===== src/rtl/pulse_pkg.sv =====
// Shared types and timing constants for the pulse input path.
package pulse_pkg;

  typedef enum logic [1:0] {
    LOW       = 2'd0,
    WAIT_HIGH = 2'd1,
    HIGH      = 2'd2,
    WAIT_LOW  = 2'd3
  } db_state_t;

  localparam int CLK_HZ    = 50000000;
  // One millisecond of clk; the width counter uses the same value for its ms conversion.
  localparam int MS_CYCLES = 50000;

endpackage


===== src/rtl/pulse_debouncer_sync.sv =====
// Plain flop-chain synchroniser for asynchronous pins; no logic between stages.
module bit_synchronizer #(
  parameter int STAGES = 2
) (
  input  logic clk,
  input  logic rst,
  input  logic d,
  output logic q
);

  logic [STAGES-1:0] sync_q;

  // Shift the pin through the chain; the MSB is the settled copy.
  always_ff @(posedge clk or posedge rst) begin
    if (rst) sync_q <= '0;
    else     sync_q <= {sync_q[STAGES-2:0], d};
  end

  assign q = sync_q[STAGES-1];

endmodule


===== src/rtl/pulse_debouncer.sv =====
// Debouncer: synchronises a raw pin, accepts a new level only after it has been
// stable for STABLE_CYCLES+1 cycles, and counts rejected transitions.
module pulse_debouncer
  import pulse_pkg::*;
#(
  parameter int SYNC_STAGES   = 2,
  parameter int STABLE_CYCLES = 20 * MS_CYCLES,
  parameter int CNT_W         = 20,
  parameter int GLITCH_W      = 16
) (
  input  logic                clk,
  input  logic                rst,
  input  logic                raw_in,
  input  logic                clear_glitch,
  output logic                db_level,
  output logic                rise_tick,
  output logic                fall_tick,
  output logic [GLITCH_W-1:0] glitch_count,
  output logic                busy
);

  localparam logic [CNT_W-1:0] TIMER_LOAD = CNT_W'(STABLE_CYCLES - 1);

  logic                sync_in;
  db_state_t           state_q, state_d;
  logic [CNT_W-1:0]    timer_q, timer_d;
  logic [GLITCH_W-1:0] glitch_q, glitch_d;
  logic                abort;
  logic                rise_q, fall_q;

  bit_synchronizer #(.STAGES(SYNC_STAGES)) u_sync (
    .clk (clk),
    .rst (rst),
    .d   (raw_in),
    .q   (sync_in)
  );

  // State register.
  always_ff @(posedge clk or posedge rst) begin
    if (rst) state_q <= LOW;
    else     state_q <= state_d;
  end

  // Next state and stability timer: a candidate level must survive the whole
  // countdown; any reversion aborts it and is reported as a glitch.
  always_comb begin
    state_d = state_q;
    timer_d = timer_q;
    abort   = 1'b0;
    case (state_q)
      LOW: begin
        if (sync_in) begin
          state_d = WAIT_HIGH;
          timer_d = TIMER_LOAD;
        end
      end
      WAIT_HIGH: begin
        if (!sync_in) begin
          state_d = LOW;
          abort   = 1'b1;
        end else if (timer_q == '0) begin
          state_d = HIGH;
        end else begin
          timer_d = timer_q - CNT_W'(1);
        end
      end
      HIGH: begin
        if (!sync_in) begin
          state_d = WAIT_LOW;
          timer_d = TIMER_LOAD;
        end
      end
      WAIT_LOW: begin
        if (sync_in) begin
          state_d = HIGH;
          abort   = 1'b1;
        end else if (timer_q == '0) begin
          state_d = LOW;
        end else begin
          timer_d = timer_q - CNT_W'(1);
        end
      end
      default: state_d = LOW;
    endcase
  end

  // Moore outputs decoded from the registered state.
  always_comb begin
    db_level = (state_q == HIGH)      || (state_q == WAIT_LOW);
    busy     = (state_q == WAIT_HIGH) || (state_q == WAIT_LOW);
  end

  // Timer register.
  always_ff @(posedge clk or posedge rst) begin
    if (rst) timer_q <= '0;
    else     timer_q <= timer_d;
  end

  // Glitch counter next value: clear beats a same-cycle abort; saturate at all-ones.
  always_comb begin
    glitch_d = glitch_q;
    if (clear_glitch)                  glitch_d = '0;
    else if (abort && (glitch_q != '1)) glitch_d = glitch_q + GLITCH_W'(1);
  end

  // Glitch counter register.
  always_ff @(posedge clk or posedge rst) begin
    if (rst) glitch_q <= '0;
    else     glitch_q <= glitch_d;
  end

  // Ticks are registered on the accepting transition so they line up with
  // the first cycle of the new db_level.
  always_ff @(posedge clk or posedge rst) begin
    if (rst) begin
      rise_q <= 1'b0;
      fall_q <= 1'b0;
    end else begin
      rise_q <= (state_q == WAIT_HIGH) && (state_d == HIGH);
      fall_q <= (state_q == WAIT_LOW)  && (state_d == LOW);
    end
  end

  assign rise_tick    = rise_q;
  assign fall_tick    = fall_q;
  assign glitch_count = glitch_q;

endmodule


===== config.mk =====
export PLATFORM = sky130hd
export DESIGN_NAME = pulse_debouncer
export DESIGN_NICKNAME = d
export VERILOG_FILES = /design/src/rtl/pulse_pkg.sv /design/src/rtl/pulse_debouncer_sync.sv /design/src/rtl/pulse_debouncer.sv
export SDC_FILE = /design/constraint.sdc
export NUM_CORES = 1
export LEC_CHECK = 0
export ABC_AREA = 1
export CAP_MARGIN = 5
export CORE_UTILIZATION = 57
export DETAILED_ROUTE_END_ITERATION = 10
export PLACE_DENSITY = 0.79
export SYNTH_ARGS = -nofsm -noshare
export SYNTH_HDL_FRONTEND = slang
export SYNTH_HIERARCHICAL = 1
export SYNTH_SLANG_ARGS = --single-unit
export TNS_END_PERCENT = 1

===== constraint.sdc =====
create_clock -name clk -period 5 [get_ports clk]
set_clock_uncertainty 0.1 [all_clocks]
set_input_delay 0.75 -clock clk [delete_from_list [all_inputs] [get_ports clk]]
set_output_delay 0.75 -clock clk [all_outputs]
set_load 0.05 [all_outputs]

Figure 1. Routed metal per tile.
The die is cut into 14 by 14 equal tiles; white is low, dark blue is high, scaled to the fullest tile. Values are wire area over tile area, all layers added.
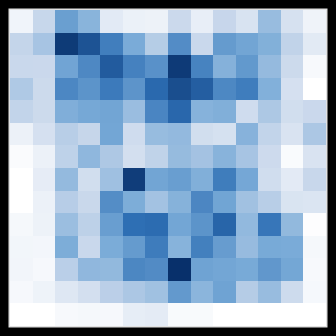
tiles over half the peak: 30%
fullest tile: 0.49
emptiest ninth of the die: lower left
densest ninth of the die: top center
nearly empty tiles: 5.6%
count of vias placed by the detailed router: 2310
average routed wire per standard cell: 12.3 um
gr usage total: 0.245
routed wire length: 5310 um

Figure 2. Metal layers overlaid.
Bar = 20 um. Only two layers are drawn.
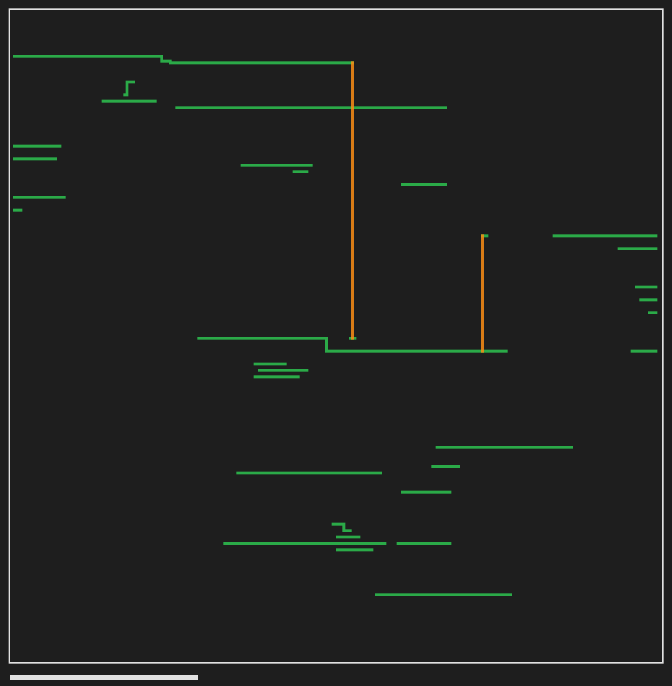
[green] M3 | wire length: 253 um
[orange] M4 | wire length: 41.5 um

Figure 3. The metal 1 layer.
Bar = 20 um.
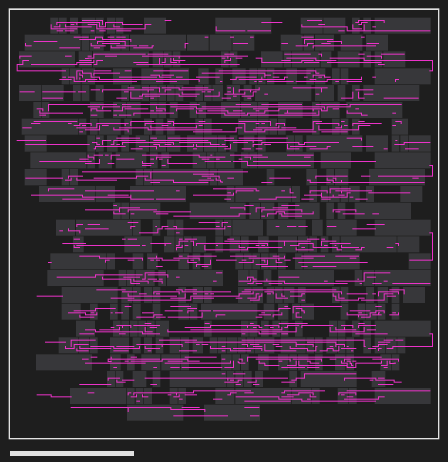
longest straight run: 26.7 um
share of all routed wire: 51%
main direction: horizontal
wire length on this layer: 2690 um
nets with wire on the layer: 355

Figure 4. Congestion heat map.
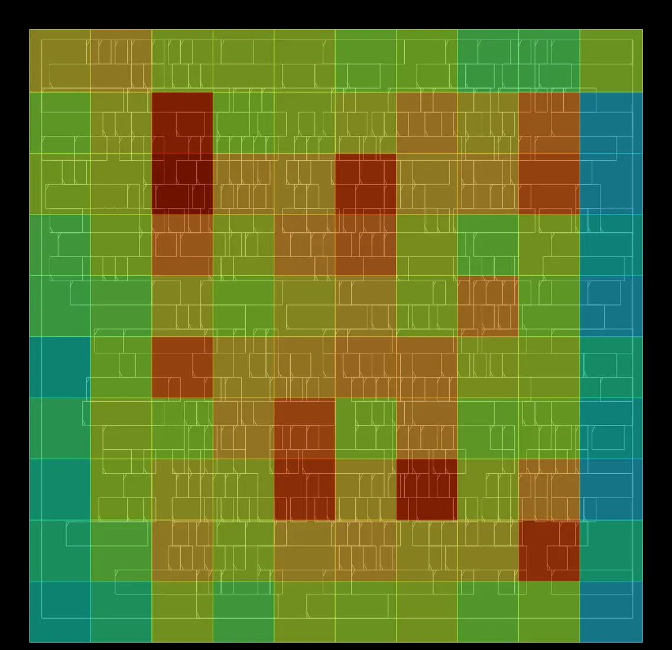
Post-Route Utilization: 0.663
GR met2 Demand/Resource: 0.354
met1 capacity usage during global routing: 0.372
met3 routing resource usage after global routing: 0.0451
layer with the highest usage: met1

Figure 5. A small window of the routed layout.
Bar = 5 um. Window x 42 to 62, y 42 to 62 um. Cells in gray, sequential cells in the stronger gray; small squares are vias.
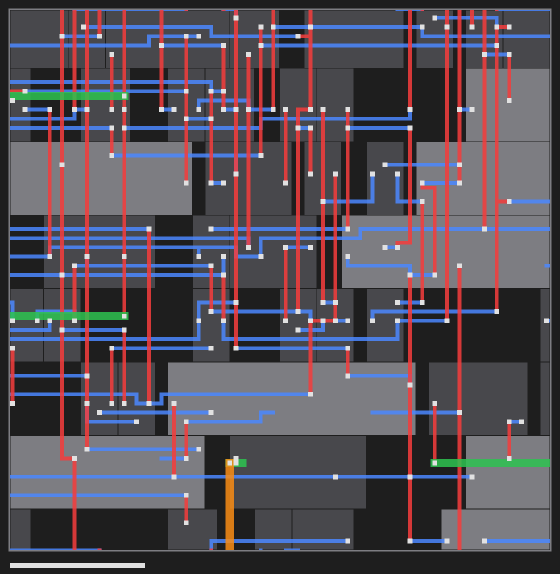
[green] M3
[orange] M4
[red] M2
[blue] M1
cells with their middle in the window: 38
sequential cells in the window: 5
most frequent: nand2_1 (14), dfrtp_1 (5)
netlist names of flops here include: glitch_count (5)

==> summary.txt <==
Result of the run = finished, final reports clean
Final setup slack of the worst path = 2.19 ns
Std-Cell Rows = 24
Count of endpoints failing hold in the final timing report = 0
Time the worst path needs with I/O delays and setup = 2.81 ns
Count of TritonRoute iterations in the first routing pass = 4
Die ar. = 0.00479 mm^2
CP peak stage delay = 0.93 ns
Final Cell Area = 0.00289 mm^2
AO/OA Area Share = 0.0608
Sequential logic power = 0.000365 W
Average vias per placed instance = 5.36
Largest delay contributor family on the critical path = buffers and inverters
Total DRC errors in the routed layout = 0
Placed insts = 424
Dominant power group = registers
Yosys top cell area share = 0.409
Placer Congestion = 0.873
Mapped Nets = 364
Starting utilization of the core area = 0.591
Share of cells above drive strength 1 = 0.0739
Estimated wirelength of the detail-placed design = 3820 um
IO buf count = 23
Beginning of the worst hold path = u_sync/sync_q[0]$_DFF_PP0_
Part of the total power dissipated in the clock network = 0.307
R2r worst-path depth = 5
Launch instance of the worst register-to-register path = state_q[0]$_DFF_PP0_
Number of inserted diodes = 0
Post-synth EDFFs = 0
Most area-consuming cells after synthesis = sky130_fd_sc_hd__dfrtp_1, sky130_fd_sc_hd__nand2_1, sky130_fd_sc_hd__nand3_1
Syn Std Cell Area = 0.00257 mm^2
Classification of the worst setup path = reg -> out
Worst reg2reg setup slack = 2.89 ns
Non-clk buf share = 0.0824
Unrepaired setup endpoints after global routing = no
End point of the critical path = busy
Worst min-delay path category = reg -> reg
Most common library cells after synthesis = sky130_fd_sc_hd__nand2_1, sky130_fd_sc_hd__nor2_1, sky130_fd_sc_hd__dfrtp_1
Adder-cell share of the synthesized area = 0.00973
Number of ordinary and repair buffers in the finished layout = 24
Antenna violations before repair = 0
Register bit count reported by yosys = 42
Most area-hungry cell type in the Yosys netlist = sky130_fd_sc_hd__dfrtp_1
Total number of clock tree sinks = 42
Area overhead of the layout relative to synthesis = 12.2%
Leakage dissipation = 1.41 nW
Final number of max-transition violations = 0
Post-synthesis cell count from yosys = 358
Worst path slowest cell = sky130_fd_sc_hd__clkdlybuf4s50_1
And+or+nand+nor area frac = 0.405
Internal power contribution = 0.000477 W
Cell Count, Final, Fillers Out = 431
Most common logic cell in the routed design = sky130_fd_sc_hd__nand2_1
Largest buffer count on any clock path = 2
Combinational Power = 0.0000947 W
Area of the core = 0.00435 mm^2
Top flip-flop cell by instance count after synthesis = sky130_fd_sc_hd__dfrtp_1
Final worst hold slack = 0.260 ns
Width of the die = 69.2 um
Combinational share of power = 0.143
Setup total negative slack = 0 ns
Comb/total area = 0.461
Largest vdd supply drop = 0.000161 V
CTS tree = yes
Highest net fanout along the worst path = 19
Via count of the first global-routing pass = 2145
Clock buf count = 7
Final ANT Viol Nets = 0
Proportion of synthesized chip area in sequential cells = 0.409
Root cell of the clock tree = sky130_fd_sc_hd__clkbuf_8
Net Sw Power = 0.000186 W
Most popular library cell in the synthesized design by count = sky130_fd_sc_hd__nand2_1
Power share of the sequential group = 0.551
Footprint of the multi-input gates = 0.00133 mm^2
Power and IR drop assume default switching activity.
